### Placement view, run 1

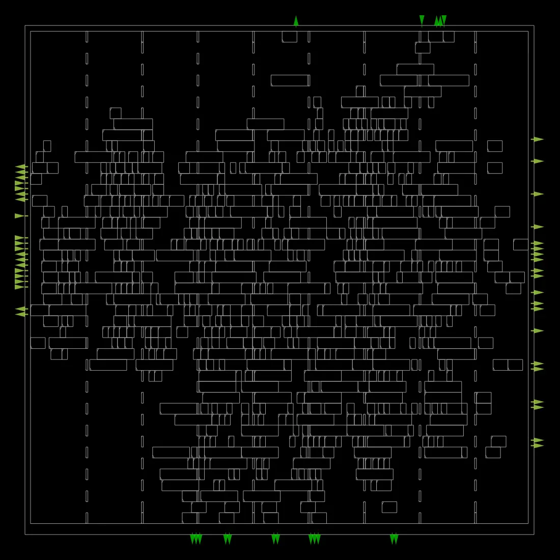
### Clock wires, drivers and flops, run 1

Scale bar: 50 um.
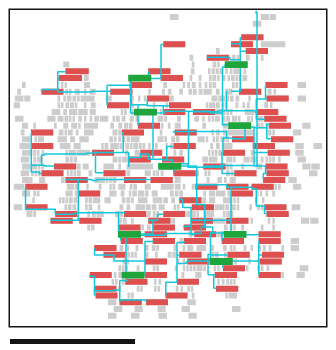
### Zoomed window, run 1

Window x 43 to 83, y 18 to 58 um. Cells in gray, sequential cells in the stronger gray; small squares are vias.
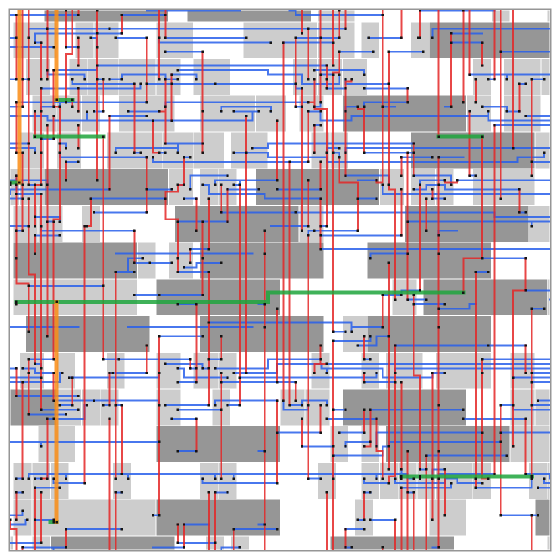
### Met3 routing, run 1

Scale bar: 50 um.
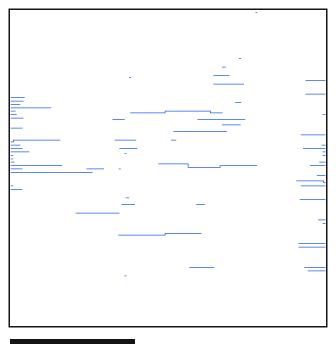
## config.mk

```make
export PLATFORM = sky130hd
export DESIGN_NAME = imem_loader
export DESIGN_NICKNAME = d
export VERILOG_FILES = /design/src/rtl/imem_loader_pkg.sv /design/src/rtl/imem_word_packer.sv /design/src/rtl/imem_loader.sv
export SDC_FILE = /design/constraint.sdc
export NUM_CORES = 1
export LEC_CHECK = 0
export ABC_AREA = 1
export CAP_MARGIN = 20
export CORE_UTILIZATION = 30
export CTS_CLUSTER_SIZE = 10
export DETAILED_ROUTE_END_ITERATION = 8
export GPL_TIMING_DRIVEN = 0
export SYNTH_ARGS = -nofsm -noshare
export SYNTH_HDL_FRONTEND = slang
export SYNTH_HIERARCHICAL = 1
export SYNTH_SLANG_ARGS = --single-unit
```

## constraint.sdc

```tcl
create_clock -name clk -period 1.95 [get_ports clk]
set_input_delay 0.39 -clock clk [delete_from_list [all_inputs] [get_ports clk]]
set_output_delay 0.39 -clock clk [all_outputs]
set_load 0.02 [all_outputs]
```

## src/rtl/imem_loader_pkg.sv

```systemverilog
// Shared types and constants for the IMem program loader.
package imem_loader_pkg;

  localparam int DEFAULT_ADDR_W = 7;
  localparam int HDR_BYTES      = 2;
  localparam int CSUM_BYTES     = 1;
  localparam int WORD_BYTES     = 4;

  typedef enum logic [2:0] {
    ST_IDLE,
    ST_HDR0,
    ST_HDR1,
    ST_DATA,
    ST_CSUM,
    ST_DONE,
    ST_ERR
  } state_t;

endpackage

```

## src/rtl/imem_word_packer.sv

```systemverilog
// Packs accepted payload bytes into little-endian words and keeps the running XOR.
module imem_word_packer
  import imem_loader_pkg::*;
(
  input  logic        clk,
  input  logic        rst_n,
  input  logic        clear,
  input  logic        byte_en,
  input  logic [7:0]  byte_data,
  output logic        word_ready,
  output logic [31:0] word_data,
  output logic [7:0]  csum_acc
);

  logic [1:0]  byte_cnt;
  logic [31:0] shift_q;

  // Bytes enter at the top so the first byte of a word ends up in [7:0].
  assign word_data  = {byte_data, shift_q[31:8]};
  assign word_ready = byte_en && (byte_cnt == 2'(WORD_BYTES - 1));

  always_ff @(posedge clk or negedge rst_n) begin
    if (!rst_n) begin
      byte_cnt <= '0;
      shift_q  <= '0;
      csum_acc <= '0;
    end else if (clear) begin
      byte_cnt <= '0;
      shift_q  <= '0;
      csum_acc <= '0;
    end else if (byte_en) begin
      byte_cnt <= byte_cnt + 2'd1;
      shift_q  <= word_data;
      csum_acc <= csum_acc ^ byte_data;
    end
  end

endmodule

```

## src/rtl/imem_loader.sv

```systemverilog
// Framed byte-stream loader for IMem; releases the CPU only after a verified load.
//   state   | meaning
//   IDLE    | waiting for start after reset
//   HDR0    | expecting word-count low byte
//   HDR1    | expecting word-count high byte, range check
//   DATA    | payload bytes, one write per 4 bytes
//   CSUM    | expecting XOR checksum byte
//   DONE    | load verified, CPU released
//   ERR     | bad header or checksum, CPU held
module imem_loader
  import imem_loader_pkg::*;
#(
  parameter int ADDR_W = DEFAULT_ADDR_W
) (
  input  logic              clk,
  input  logic              rst_n,
  input  logic              start,
  input  logic              byte_valid,
  input  logic [7:0]        byte_data,
  output logic              byte_ready,
  output logic              we,
  output logic [ADDR_W-1:0] waddr,
  output logic [31:0]       wdata,
  output logic              busy,
  output logic              done,
  output logic              error,
  output logic              cpu_rst_n
);

  localparam int          DEPTH   = 1 << ADDR_W;
  localparam logic [16:0] DEPTH_W = 17'(DEPTH);

  state_t            state, state_nxt;
  logic [7:0]        n_lo;
  logic [ADDR_W:0]   n_words;
  logic [ADDR_W:0]   word_cnt;
  logic [ADDR_W:0]   word_cnt_inc;
  logic [15:0]       hdr_n;
  logic              hdr_ok;
  logic              xfer;
  logic              data_en;
  logic              start_take;
  logic              word_ready;
  logic [31:0]       word_data;
  logic [7:0]        csum_acc;

  assign byte_ready = (state == ST_HDR0) || (state == ST_HDR1) ||
                      (state == ST_DATA) || (state == ST_CSUM);
  assign busy       = byte_ready;
  assign done       = (state == ST_DONE);
  assign error      = (state == ST_ERR);
  assign cpu_rst_n  = (state == ST_DONE);

  assign xfer       = byte_valid && byte_ready;
  assign data_en    = xfer && (state == ST_DATA);
  assign start_take = start && ((state == ST_IDLE) || (state == ST_DONE) ||
                                (state == ST_ERR));

  // Count is unsigned 16-bit; anything beyond DEPTH would wrap the address.
  assign hdr_n        = {byte_data, n_lo};
  assign hdr_ok       = (hdr_n != 16'd0) && ({1'b0, hdr_n} <= DEPTH_W);
  assign word_cnt_inc = word_cnt + (ADDR_W + 1)'(1);

  imem_word_packer u_packer (
    .clk        (clk),
    .rst_n      (rst_n),
    .clear      (start_take),
    .byte_en    (data_en),
    .byte_data  (byte_data),
    .word_ready (word_ready),
    .word_data  (word_data),
    .csum_acc   (csum_acc)
  );

  always_ff @(posedge clk or negedge rst_n) begin
    if (!rst_n) state <= ST_IDLE;
    else        state <= state_nxt;
  end

  always_comb begin
    state_nxt = state;
    case (state)
      ST_IDLE, ST_DONE, ST_ERR: if (start) state_nxt = ST_HDR0;
      ST_HDR0: if (xfer) state_nxt = ST_HDR1;
      ST_HDR1: if (xfer) state_nxt = hdr_ok ? ST_DATA : ST_ERR;
      ST_DATA: if (word_ready && (word_cnt_inc == n_words)) state_nxt = ST_CSUM;
      ST_CSUM: if (xfer) state_nxt = (byte_data == csum_acc) ? ST_DONE : ST_ERR;
      default: state_nxt = ST_IDLE;
    endcase
  end

  // The write port registers make the word visible the cycle after its 4th byte.
  always_ff @(posedge clk or negedge rst_n) begin
    if (!rst_n) begin
      n_lo     <= '0;
      n_words  <= '0;
      word_cnt <= '0;
      we       <= 1'b0;
      waddr    <= '0;
      wdata    <= '0;
    end else begin
      we <= word_ready;
      if (start_take) begin
        n_lo     <= '0;
        n_words  <= '0;
        word_cnt <= '0;
      end
      if ((state == ST_HDR0) && xfer) n_lo <= byte_data;
      if ((state == ST_HDR1) && xfer && hdr_ok) n_words <= hdr_n[ADDR_W:0];
      if (word_ready) begin
        waddr    <= word_cnt[ADDR_W-1:0];
        wdata    <= word_data;
        word_cnt <= word_cnt_inc;
      end
    end
  end

endmodule

```

==> impl_metrics.json, run 1 <==
{
  "p_per_area_mw_per_mm2": 1075,
  "pwr-share-comb_pct": 30.2,
  "comb_area_share_pct": 29.99,
  "vias": 3934,
  "crit_path_end_kind": "output pin",
  "initCoreUtil_pct": 30.73,
  "outcome": "complete, but fails checks",
  "syn_inst": 561,
  "cp_max_fo": 6,
  "crit_top_cell": "nand2_2",
  "setup_slack_ns": -0.07097,
  "syn_avg_cell_area_um2": 8.297,
  "common_cells": "nand2_1 (204), dfrtp_1 (101), nand3_1 (69), inv_1 (45), o21ai_0 (26)",
  "diodes": 1,
  "cts_hold_buf": 0,
  "fmax_mhz": 494.8,
  "ff_type": "dfrtp_1",
  "worst_slew_pin_slew_ns": 0.4542,
  "slowest_delay_ns": 0.46,
  "cp.arrival_ns": 1.63,
  "fp_nets": 575,
  "violations": "hold timing, setup timing",
  "root_buffer": "clkbuf_16",
  "edf_count": 0,
  "hold_violations": 13,
  "lay_top_count": "nand2_1",
  "clock_buffers": 10,
  "clkTransAtPathRegs_ns": 0.07,
  "drt_iter0_drc": 267,
  "finalSetupViolCount": 17,
  "maxPowerGroup": "sequential cells",
  "finalWeightedCongestion": 0.8158,
  "grt_overflow": 0,
  "whs_ns": -0.008677,
  "met1Wirelength_mm": 5.450,
  "clockBufferDepth": 2,
  "htree_levels": 3,
  "ant_nets": 0,
  "largestClassByArea": "sequential cells"
}
-- 'Placement view' (at the start) --
Seq/total area: 41.48%
registers: 101
n_taps: 188
non-filler instance count after layout: 845

-- 'Clock wires, drivers and flops' (at the start) --
clock wires -> cyan  # length 1290 um
flip-flops -> red  # count 101
cells driving clock nets -> green  # count 9
routed clock nets = 10

-- 'Zoomed window' (at the start) --
met3 -> green
met4 -> orange
met2 -> red
met1 -> blue
most frequent = nand2_1 (29), dfrtp_1 (19), nand3_1 (14)
sequential cells in the window = 19
cells with their middle in the window = 113
netlist names of flops here include = `u_packer/shift_q` (15), `u_packer/byte_cnt` (2), `wdata` (2)

-- 'Met3 routing' (at the start) --
longest straight run = 32.4 um
nets with wire on the layer = 54
main direction = horizontal
share of all routed wire = 4.5%
wire length on this layer = 510 um

run 1: metrics by stage:
step	cell area (um2)	cells	hold slack (ns)	util (%)
after floorplan	4677	561	0.09441	-
after global placement	5473	805	0.4555	36.13
after detailed placement	5498	806	0.3737	36.30
after CTS	5959	832	0.005916	39.35
after global routing	6100	845	0.03361	40.27
final	6100	845	-0.008677	40.27
run 1: cell families after synthesis:
group | share of synthesized area, %
and+or+nand+nor | 30.00
adders and majority gates | 0.5375
DFF | 54.30
AOI/OAI and AO/OA | 5.511
buffers and inverters | 7.957
xor gates and xnor gates | 1.694
run 1: flip-flops by register name, indices dropped and copies added, names as in the netlist:
name / count
u_packer/shift_q: 24
n_lo: 8
n_words: 8
wdata: 32
word_cnt: 8
we: 1
state: 3
waddr: 7
u_packer/byte_cnt: 2
u_packer/csum_acc: 8
==> run 1 -> run 2 <==
--- a/config.mk
+++ b/config.mk
@@ -7,7 +7,7 @@
 export LEC_CHECK = 0
 export ABC_AREA = 1
 export CAP_MARGIN = 20
-export CORE_UTILIZATION = 30
+export CORE_UTILIZATION = 40
 export CTS_CLUSTER_SIZE = 10
 export DETAILED_ROUTE_END_ITERATION = 8
 export GPL_TIMING_DRIVEN = 0
==> impl_metrics.json, run 2 <==
{
  "outcome": "complete, but fails checks",
  "violations": "setup timing",
  "hold_violations": 0,
  "fp_nets": 575,
  "initCoreUtil_pct": 40.94,
  "finalSetupViolCount": 19,
  "fin_util_pct": 53.13,
  "dp.cells": 761,
  "grt_overflow": 0,
  "cp.arrival_ns": 1.66,
  "clockBufferDepth": 2,
  "finalWeightedCongestion": 0.7924,
  "setup_slack_ns": -0.1042,
  "slowest_delay_ns": 0.43,
  "common_cells": "nand2_1 (204), dfrtp_1 (101), nand3_1 (69), inv_1 (45), o21ai_0 (26)",
  "cp_max_fo": 4,
  "root_buffer": "clkbuf_16",
  "vias": 3942,
  "drt_iter0_drc": 158,
  "whs_ns": 0.01011,
  "syn_avg_cell_area_um2": 8.297,
  "largest_reg_flops": 32,
  "clkTransAtPathRegs_ns": 0.07,
  "crit_top_cell": "buf_4",
  "ff_type": "dfrtp_1",
  "worst_slew_pin_slew_ns": 0.4959,
  "htree_levels": 3,
  "met1Wirelength_mm": 5.081
}
==> run 2: timing repair <==
item	CTS	global route
cloned	0	1
resized	29	45
endpoints found under the setup margin	89	88
setup buffers	13	13
pin swaps	8	7
==> run 2: cells by family after synthesis <==
kind of cell	share of synthesized area, %
simple gates	30.00
flops	54.30
buf+inv	7.957
compound gates	5.511
xor+xnor	1.694
fa+ha+maj	0.5375
==> run 2: area by class of cell <==
class | instances | area [um2]
Clock buffer | 10 | 239.0
Buffer | 27 | 225.2
Clock inverter | 4 | 33.78
Tap cell | 143 | 178.9
Sequential cell | 101 | 2529
Multi-Input combinational cell | 381 | 1838
Fill cell | 1122 | 5329
Timing Repair Buffer | 83 | 788.3
Timing Repair inverter | 1 | 7.507
Inverter | 51 | 201.4
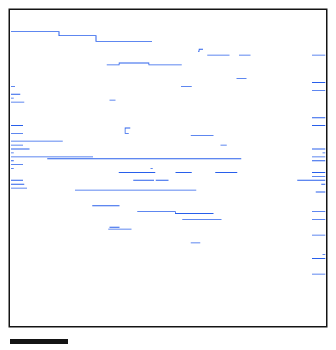
*Met3 routing, run 2*
Scale bar: 20 um.
main direction = horizontal
longest straight run = 67.2 um
Post-Route WL: 10.71 mm
met3 usage: 3.734%

==> run 2 -> run 3 <==
--- a/config.mk
+++ b/config.mk
@@ -11,6 +11,7 @@
 export CTS_CLUSTER_SIZE = 10
 export DETAILED_ROUTE_END_ITERATION = 8
 export GPL_TIMING_DRIVEN = 0
+export MAX_ROUTING_LAYER = met4
 export SYNTH_ARGS = -nofsm -noshare
 export SYNTH_HDL_FRONTEND = slang
 export SYNTH_HIERARCHICAL = 1
==> impl_metrics.json, run 3 <==
{
  "regArea_mm2": 0.002529,
  "fill_cells": 1122,
  "fmax_mhz": 488.1,
  "syn_inst": 561,
  "drt_iter0_drc": 169,
  "clock_buffers": 10,
  "routed_wl_mm": 10.69,
  "signal_buffers": 110,
  "place_area_mm2": 0.005441,
  "clockBufferDepth": 2,
  "setup_slack_ns": -0.09883,
  "layout.cells.non_filler": 801,
  "htree_levels": 3,
  "outcome": "complete, but fails checks",
  "pwr-share-comb_pct": 33.1,
  "clk_share_pct": 4.515,
  "p_per_area_mw_per_mm2": 1058,
  "largestClassByArea": "sequential cells",
  "worst_slew_pin_slew_ns": 0.4947,
  "grt_overflow": 0,
  "top_register": "wdata",
  "finalSetupViolCount": 18,
  "cp.arrival_ns": 1.66,
  "lay_top_count": "nand2_1",
  "whs_ns": 0.01129,
  "violations": "setup timing",
  "cts_hold_buf": 0
}
## run 3: kinds of logic after synthesis
| logic type | Yosys count | synth area share (%) |
|---|---|---|
| fa+ha+maj | 2 | 0.5375 |
| buf+inv | 79 | 7.957 |
| simple gates | 322 | 30.00 |
| xor+xnor | 9 | 1.694 |
| compound gates | 48 | 5.511 |
| flops | 101 | 54.30 |
## run 3: worst max-delay path, cell delays in order, from the launching register on
cell,delay (ns)
dfrtp_1,0.42
buf_4,0.15
buf_4,0.14
nor3_4,0.24
nor2_2,0.08
nand2_2,0.08
buf_4,0.10
buf_6,0.10
## run 3: layer usage
layer  GRT usage, %  part of all wire [%]  up-vias
met1          26.55                    48     1839
met4          5.524                   1.0        0
met2          29.87                    46       99
li1               -                     -     1973
met5              -                     0        -
met3          3.616                   4.8       12
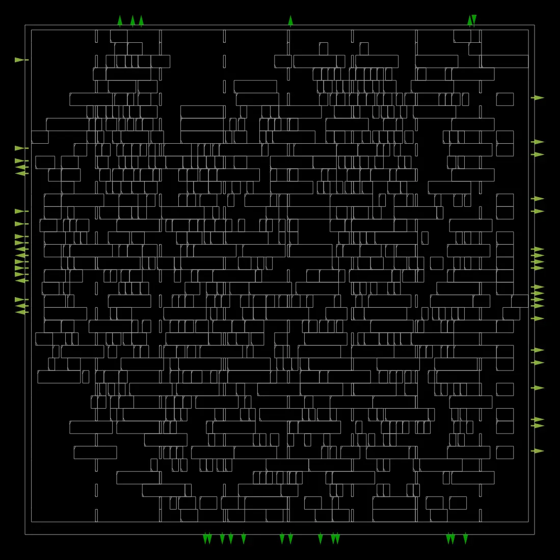
*Placement view, run 3*
core area: 0.01137 mm2
Seq/total area: 41.86%
n_taps: 143
Final Core Density: 53.13%

Power and IR drop assume default switching activity.
